==> run_1/placed.png <==
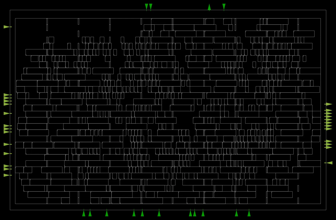
==> run_1/ff_map.png <==
(4 px per micron) Other sequential cells in the stronger grey, the rest of the logic in the fainter grey.
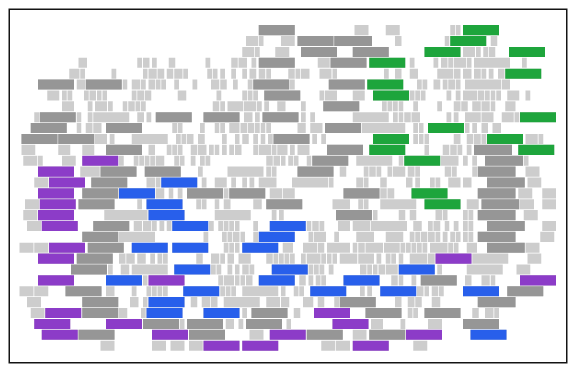
==> run_1/route_heat.png <==
(3 px per micron) The die is cut into 28 by 18 equal tiles; dark blue is low, red is high, scaled to the fullest tile. Values are wire area over tile area, all layers added.
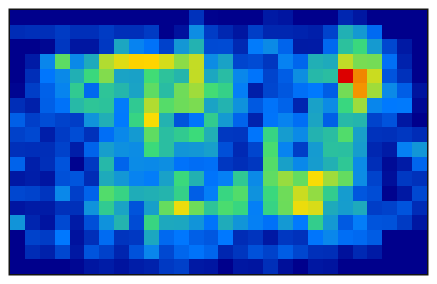
$ cat src/rtl/clock_disp_pkg.sv
// Shared types and segment patterns for the 4-digit clock display scanner.
// Segment order is {g,f,e,d,c,b,a}, active-low.
package clock_disp_pkg;

    localparam logic [6:0] SEG_0    = 7'b1000000;
    localparam logic [6:0] SEG_1    = 7'b1111001;
    localparam logic [6:0] SEG_2    = 7'b0100100;
    localparam logic [6:0] SEG_3    = 7'b0110000;
    localparam logic [6:0] SEG_4    = 7'b0011001;
    localparam logic [6:0] SEG_5    = 7'b0010010;
    localparam logic [6:0] SEG_6    = 7'b0000010;
    localparam logic [6:0] SEG_7    = 7'b1111000;
    localparam logic [6:0] SEG_8    = 7'b0000000;
    localparam logic [6:0] SEG_9    = 7'b0010000;
    localparam logic [6:0] SEG_DASH = 7'b0111111;
    localparam logic [6:0] SEG_OFF  = 7'b1111111;

    typedef enum logic {
        VIEW_HHMM = 1'b0,
        VIEW_MMSS = 1'b1
    } view_e;

    typedef enum logic [1:0] {
        BLINK_NONE  = 2'b00,
        BLINK_LEFT  = 2'b01,
        BLINK_RIGHT = 2'b10,
        BLINK_ALL   = 2'b11
    } blink_e;

    typedef struct packed {
        logic [3:0] hr_10s;
        logic [3:0] hr_1s;
        logic [3:0] min_10s;
        logic [3:0] min_1s;
        logic [3:0] sec_10s;
        logic [3:0] sec_1s;
        view_e      view;
    } frame_t;

endpackage

$ cat src/rtl/clock_display_scan_bcd_to_seg.sv
// Combinational BCD to active-low 7-segment decoder.
// Non-decimal codes show a dash so corrupted inputs are visible.
module bcd_to_seg
    import clock_disp_pkg::*;
(
    input  logic [3:0] bcd,
    output logic [6:0] seg
);

    always_comb begin
        seg = SEG_DASH;
        case (bcd)
            4'd0:    seg = SEG_0;
            4'd1:    seg = SEG_1;
            4'd2:    seg = SEG_2;
            4'd3:    seg = SEG_3;
            4'd4:    seg = SEG_4;
            4'd5:    seg = SEG_5;
            4'd6:    seg = SEG_6;
            4'd7:    seg = SEG_7;
            4'd8:    seg = SEG_8;
            4'd9:    seg = SEG_9;
            default: seg = SEG_DASH;
        endcase
    end

endmodule

$ cat src/rtl/clock_display_scan.sv
// Time-multiplexed 4-digit 7-segment driver with frame snapshot and blink.
// Optional: define LEADING_ZERO_BLANK_EN to blank a zero hours/minutes tens digit.
module clock_display_scan
    import clock_disp_pkg::*;
#(
    parameter int CLK_HZ     = 100_000_000,
    parameter int REFRESH_HZ = 1000,
    parameter int BLINK_HZ   = 2
) (
    input  logic       clk_100mhz,
    input  logic       disp_reset,
    input  logic [3:0] hr_10s,
    input  logic [3:0] hr_1s,
    input  logic [3:0] min_10s,
    input  logic [3:0] min_1s,
    input  logic [3:0] sec_10s,
    input  logic [3:0] sec_1s,
    input  logic       view_sel,
    input  logic [1:0] blink_field,
    output logic [3:0] an,
    output logic [6:0] seg,
    output logic       dp
);

    localparam int CYC_RAW  = CLK_HZ / REFRESH_HZ;
    localparam int CYC      = (CYC_RAW < 2) ? 2 : CYC_RAW;
    localparam int HALF_RAW = CLK_HZ / (2 * BLINK_HZ);
    localparam int HALF     = (HALF_RAW < 1) ? 1 : HALF_RAW;
    localparam int PW       = $clog2(CYC + 1);
    localparam int BW       = $clog2(HALF + 1);
    localparam logic [PW-1:0] PS_LAST = PW'(CYC - 1);
    localparam logic [BW-1:0] BC_LAST = BW'(HALF - 1);

    frame_t          frame_in;
    frame_t          sync1_q, sync1_d;
    frame_t          sync2_q, sync2_d;
    frame_t          snap_q, snap_d;
    blink_e          blink1_q, blink1_d;
    blink_e          blink2_q, blink2_d;
    logic [PW-1:0]   ps_q, ps_d;
    logic [1:0]      idx_q, idx_d;
    logic [BW-1:0]   bc_q, bc_d;
    logic            phase_q, phase_d;
    logic [3:0]      an_q, an_d;
    logic [6:0]      seg_q, seg_d;
    logic            dp_q, dp_d;
    logic            scan_tick;
    logic            blink_tick;
    logic            mmss;
    logic            in_field;
    logic            hide;
    logic [3:0]      digit;
    logic [6:0]      dec_seg;

    assign frame_in = '{
        hr_10s:  hr_10s,
        hr_1s:   hr_1s,
        min_10s: min_10s,
        min_1s:  min_1s,
        sec_10s: sec_10s,
        sec_1s:  sec_1s,
        view:    view_e'(view_sel)
    };

    always_comb begin
        sync1_d  = frame_in;
        sync2_d  = sync1_q;
        blink1_d = blink_e'(blink_field);
        blink2_d = blink1_q;
    end

    // Scan timing; snapshot only at the frame boundary so a frame never tears.
    always_comb begin
        scan_tick  = (ps_q == PS_LAST);
        ps_d       = scan_tick ? '0 : ps_q + PW'(1);
        idx_d      = scan_tick ? idx_q + 2'd1 : idx_q;
        snap_d     = (scan_tick && idx_q == 2'd3) ? sync2_q : snap_q;
        blink_tick = (bc_q == BC_LAST);
        bc_d       = blink_tick ? '0 : bc_q + BW'(1);
        phase_d    = phase_q ^ blink_tick;
    end

    always_comb begin
        mmss  = (snap_q.view == VIEW_MMSS);
        digit = 4'd0;
        unique case (idx_q)
            2'd3: digit = mmss ? snap_q.min_10s : snap_q.hr_10s;
            2'd2: digit = mmss ? snap_q.min_1s  : snap_q.hr_1s;
            2'd1: digit = mmss ? snap_q.sec_10s : snap_q.min_10s;
            2'd0: digit = mmss ? snap_q.sec_1s  : snap_q.min_1s;
        endcase
    end

    bcd_to_seg u_dec (
        .bcd (digit),
        .seg (dec_seg)
    );

    always_comb begin
        in_field = 1'b0;
        unique case (blink2_q)
            BLINK_NONE:  in_field = 1'b0;
            BLINK_LEFT:  in_field = idx_q[1];
            BLINK_RIGHT: in_field = ~idx_q[1];
            BLINK_ALL:   in_field = 1'b1;
        endcase
        hide = phase_q & in_field;
`ifdef LEADING_ZERO_BLANK_EN
        if (idx_q == 2'd3 && digit == 4'd0) begin
            hide = 1'b1;
        end
`endif
    end

    // The cycle after scan_tick is blank to stop ghosting between digits.
    always_comb begin
        an_d  = 4'hF;
        seg_d = SEG_OFF;
        dp_d  = 1'b1;
        if (!scan_tick) begin
            an_d  = hide ? 4'hF : ~(4'b0001 << idx_q);
            seg_d = dec_seg;
            dp_d  = ~(idx_q == 2'd2 && !phase_q && !hide);
        end
    end

    always_ff @(posedge clk_100mhz or posedge disp_reset) begin
        if (disp_reset) begin
            sync1_q  <= '0;
            sync2_q  <= '0;
            snap_q   <= '0;
            blink1_q <= BLINK_NONE;
            blink2_q <= BLINK_NONE;
            ps_q     <= '0;
            idx_q    <= 2'd0;
            bc_q     <= '0;
            phase_q  <= 1'b0;
            an_q     <= 4'hF;
            seg_q    <= SEG_OFF;
            dp_q     <= 1'b1;
        end else begin
            sync1_q  <= sync1_d;
            sync2_q  <= sync2_d;
            snap_q   <= snap_d;
            blink1_q <= blink1_d;
            blink2_q <= blink2_d;
            ps_q     <= ps_d;
            idx_q    <= idx_d;
            bc_q     <= bc_d;
            phase_q  <= phase_d;
            an_q     <= an_d;
            seg_q    <= seg_d;
            dp_q     <= dp_d;
        end
    end

    assign an  = an_q;
    assign seg = seg_q;
    assign dp  = dp_q;

endmodule

$ cat config.mk
export PLATFORM = sky130hd
export DESIGN_NAME = clock_display_scan
export DESIGN_NICKNAME = d
export VERILOG_FILES = /design/src/rtl/clock_disp_pkg.sv /design/src/rtl/clock_display_scan_bcd_to_seg.sv /design/src/rtl/clock_display_scan.sv
export SDC_FILE = /design/constraint.sdc
export NUM_CORES = 1
export LEC_CHECK = 0
export ABC_AREA = 1
export CORE_AREA = 2 2 137 86
export DETAILED_ROUTE_END_ITERATION = 8
export DIE_AREA = 0 0 139 88
export MAX_ROUTING_LAYER = met4
export PLACE_DENSITY_LB_ADDON = 0.25
export RECOVER_POWER = 100
export SLEW_MARGIN = 20
export SYNTH_ARGS = -nofsm -noshare
export SYNTH_HDL_FRONTEND = slang
export SYNTH_SLANG_ARGS = --single-unit
$ cat constraint.sdc
create_clock -name clk_100mhz -period 12.4 [get_ports clk_100mhz]
set_input_delay 3.72 -clock clk_100mhz [delete_from_list [all_inputs] [get_ports clk_100mhz]]
set_output_delay 3.72 -clock clk_100mhz [all_outputs]
set_load 0.02 [all_outputs]
==> impl_metrics.yaml, run 1 <==
# yosys + openroad results
timing:
  final.setup.worst_slack_ps: 6020
  period_used_pct: 51.4
  tightestPinTransition_ps: 2820
  maxSlewViolCount: 78
  skew_ps: 9.83
critical_path:
  r2r_slack_ps: 8110
  path_depth: 3
  rr_worst_depth: 10
  crit_path_end: "bc_q[3]$_DFF_PP0_"
  critical_path_required_ps: 12840
  crit_buf_inv: 3
yosys:
  top_logic_kind: "simple AND/OR/NAND/NOR gates"
  ys_seq_share_pct: 58.0
  synth.avg_cell_area_sq_um: 9.55
  synth-main-ff-cell: "dfrtp_1"
  fa_ha_area_share_pct: 2.12
route:
  viasPerCell: 5.03
  wl_met2_microns: 4820
  dr.pass1.iters: 5
  highest_layer: "met4"
  drt-met1-wl_microns: 5940
die:
  pin_count: 41
  fp_util_pct: 53.7
  fp-row-count: 30
clock_tree:
  cts_resized: 0
  cts_buffer_depth: 2
  cts_setup_buffers: 0
  cts_root_buffer: "clkbuf_16"
  cts_tree: "done"
  postCtsHoldBufs: 0
final_layout:
  final.clkbuf_count: 18
  final_cell_mix: "nand2_1, dfrtp_1, nor2_1, inv_1, nand3_1"
  nNonClkBuffers: 41
  antennaDiodeCount: 0
placed_design:
  dp_slack_ps: 6700
  dp.cells: 792
pwr:
  pg_comb_mw: 0.0151
outcome:
  violations: "max-capacitance violations, max-slew violations"
  outcome: "complete, but fails checks"
job:
  warning_count: 32
  maxCapViolCount: 3
min_path:
  min_delay_path_depth: 0
grt:
  grt_pass1_vias: 4022
Notes on placed.png above:
n_taps: 144
fin util: 62.8%
Core Region: 11000 sq um
register share of the cell area: 49.7%

Notes on ff_map.png above:
Blue shows snap_q, placed flops 24. Green shows ps_q, placed flops 17. Purple shows sync1_q, placed flops 25.
Another 70 sequential cells are not coloured.

Notes on route_heat.png above:
The densest ninth of the die: centre. The fullest tile reaches 0.63. The mean over all tiles is 0.15. 10% of the tiles are over half the peak.

==> run_1/layers.png <==
(3 px per micron) Two of the layers only.
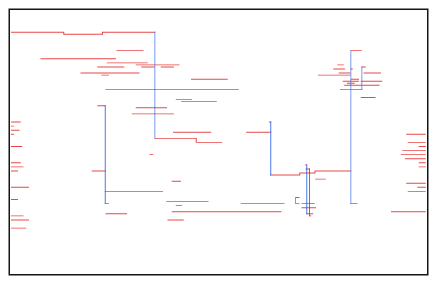

==> inputs of run 2 (changes only) <==
Settings changed: CORE_AREA 2 2 137 86 to 2 2 140 87, DIE_AREA 0 0 139 88 to 0 0 142 89.
Clock period 12.4 ns to 5.6 ns, I/O delays scaled along.
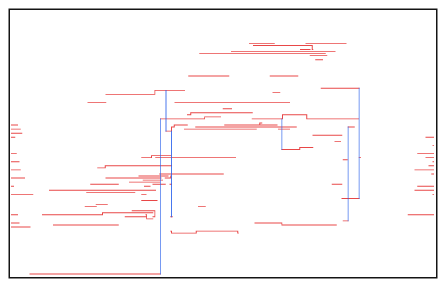
(run_2/layers.png)
(3 px per micron) Two of the layers only.
Blue shows M4, wire length 172 microns. Red shows M3, wire length 919 microns.

==> run 2 against run 1 <==
  * The flow still finishes with violations (max-capacitance violations, max-slew violations)
  * First-iteration DRC count increased by 47%
  * Non-clock buffer count did not move
  * Sequential cell count unchanged
  * Routed wire length increased by 6.4%
  * Area after synthesis did not move
  * Global-route usage up 1.2 points
  * Register-to-register slack worse by 5500 ps
  * Die area is 3.3% higher
  * Critical endpoint is now an[1]$_DFF_PP1_
  * Highest routed layer unchanged
==> impl_metrics.yaml, run 2 <==
# yosys + openroad results
critical_path:
  rr_worst_depth: 11
  crit_buf_inv: 3
  critical_path_required_ps: 6110
  path_depth: 3
  r2r_slack_ps: 2610
  crit_path_end: "an[1]$_DFF_PP1_"
timing:
  final.setup.worst_slack_ps: 1880
  maxSlewViolCount: 74
  period_used_pct: 66.5
clock_tree:
  cts_tree: "done"
  cts_root_buffer: "clkbuf_16"
  cts_buffer_depth: 2
  cts_resized: 0
  postCtsHoldBufs: 0
outcome:
  violations: "max-capacitance violations, max-slew violations"
  outcome: "complete, but fails checks"
final_layout:
  final.clkbuf_count: 19
  final_cell_mix: "nand2_1, dfrtp_1, nor2_1, inv_1, nand3_1"
  area.share.sequential_pct: 49.4
  drive_gt1_share_pct: 10.1
job:
  warning_count: 32
  maxCapViolCount: 2
yosys:
  fa_ha_area_share_pct: 2.12
  ys_seq_share_pct: 58.0
  top_logic_kind: "simple AND/OR/NAND/NOR gates"
  synth-main-ff-cell: "dfrtp_1"
  synth.avg_cell_area_sq_um: 9.55
die:
  core_area_sq_um: 11200
  fp-row-count: 30
  fp_util_pct: 52.5
  pin_count: 41
placed_design:
  dp_slack_ps: 2460
  dp.cells: 792
route:
  wl_met2_microns: 5080
  drt-met1-wl_microns: 6130
  dr.pass1.iters: 5
min_path:
  min_delay_path_depth: 0
pwr:
  pg_comb_mw: 0.0355
grt:
  grt_pass1_vias: 3992
==> run_2/ff_map.png <==
(4 px per micron) Other sequential cells in the stronger grey, the rest of the logic in the fainter grey.
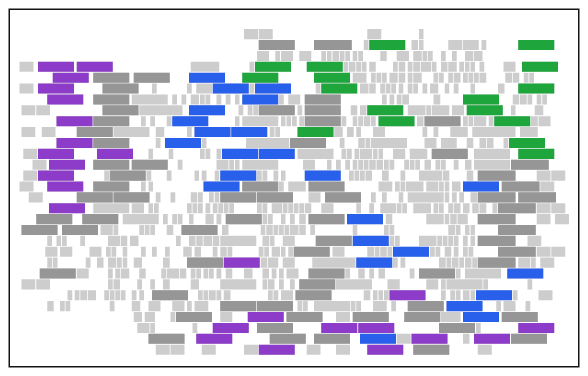

==> inputs of run 3 (changes only) <==
Settings changed: CORE_AREA 2 2 140 87 to 2 2 137 86, DIE_AREA 0 0 142 89 to 0 0 139 88.
Clock period 5.6 ns to 3.63 ns, I/O delays scaled along.
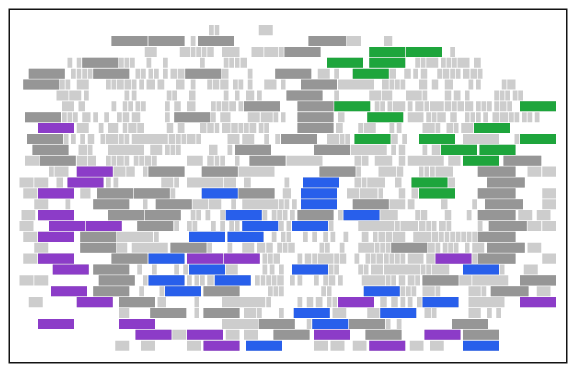
(run_3/ff_map.png)
(4 px per micron) Other sequential cells in the stronger grey, the rest of the logic in the fainter grey.
Green shows ps_q, placed flops 17. Purple shows sync1_q, placed flops 25. Blue shows snap_q, placed flops 24.

==> run 3 against run 2 <==
  * The run still ends with max-capacitance violations, max-slew violations left
  * Sequential power grew 54%
  * Hold slack gained 3.3 ps
  * Clock-buffer cell count is 2 lower
  * Sequential cell count unchanged
  * Area after synthesis unchanged
  * Worst setup slack worse by 980 ps
  * Critical path type is now flop to flop
  * Critical endpoint is now bc_q[24]$_DFF_PP0_
  * Largest cell class unchanged
  * Largest power group unchanged
==> impl_metrics.yaml, run 3 <==
# yosys + openroad results
outcome:
  outcome: "complete, but fails checks"
  violations: "max-capacitance violations, max-slew violations"
job:
  maxCapViolCount: 2
  warning_count: 32
critical_path:
  rr_worst_depth: 6
  r2r_slack_ps: 900
  crit_path_end: "bc_q[24]$_DFF_PP0_"
  crit_buf_inv: 1
  critical_path_required_ps: 3860
  cp.arrival_ps: 2960
route:
  dr.pass1.iters: 5
  wl_met2_microns: 4810
  drt-met1-wl_microns: 6050
  viasPerCell: 5.04
clock_tree:
  postCtsHoldBufs: 0
  cts_buffer_depth: 2
  cts_resized: 0
  cts_setup_buffers: 0
  cts_tree: "done"
  cts_root_buffer: "clkbuf_16"
timing:
  tightestPinTransition_ps: 1680
  skew_ps: 9.81
  maxSlewViolCount: 10
  setup_viol: 0
  final.setup.worst_slack_ps: 896
die:
  fp-row-count: 30
  core_area_sq_um: 11000
  pin_count: 41
  fp_util_pct: 53.7
  tap_cells: 144
yosys:
  fa_ha_area_share_pct: 2.12
  top_logic_kind: "simple AND/OR/NAND/NOR gates"
  synth.avg_cell_area_sq_um: 9.55
  synth-main-ff-cell: "dfrtp_1"
  ys_seq_share_pct: 58.0
final_layout:
  nNonClkBuffers: 46
  syn2layout_area_growth_pct: 16.7
  final.clkbuf_count: 17
  area.share.sequential_pct: 49.7
  final_cell_mix: "nand2_1, dfrtp_1, nor2_1, inv_1, nand3_1"
  drive_gt1_share_pct: 10.8
placed_design:
  dp.cells: 797
pwr:
  pg_comb_mw: 0.0556
grt:
  gr-max-usage-layer: "met1"
  grt_pass1_vias: 4069
Power figures rest on the tool's default switching activity, not on a simulated workload.
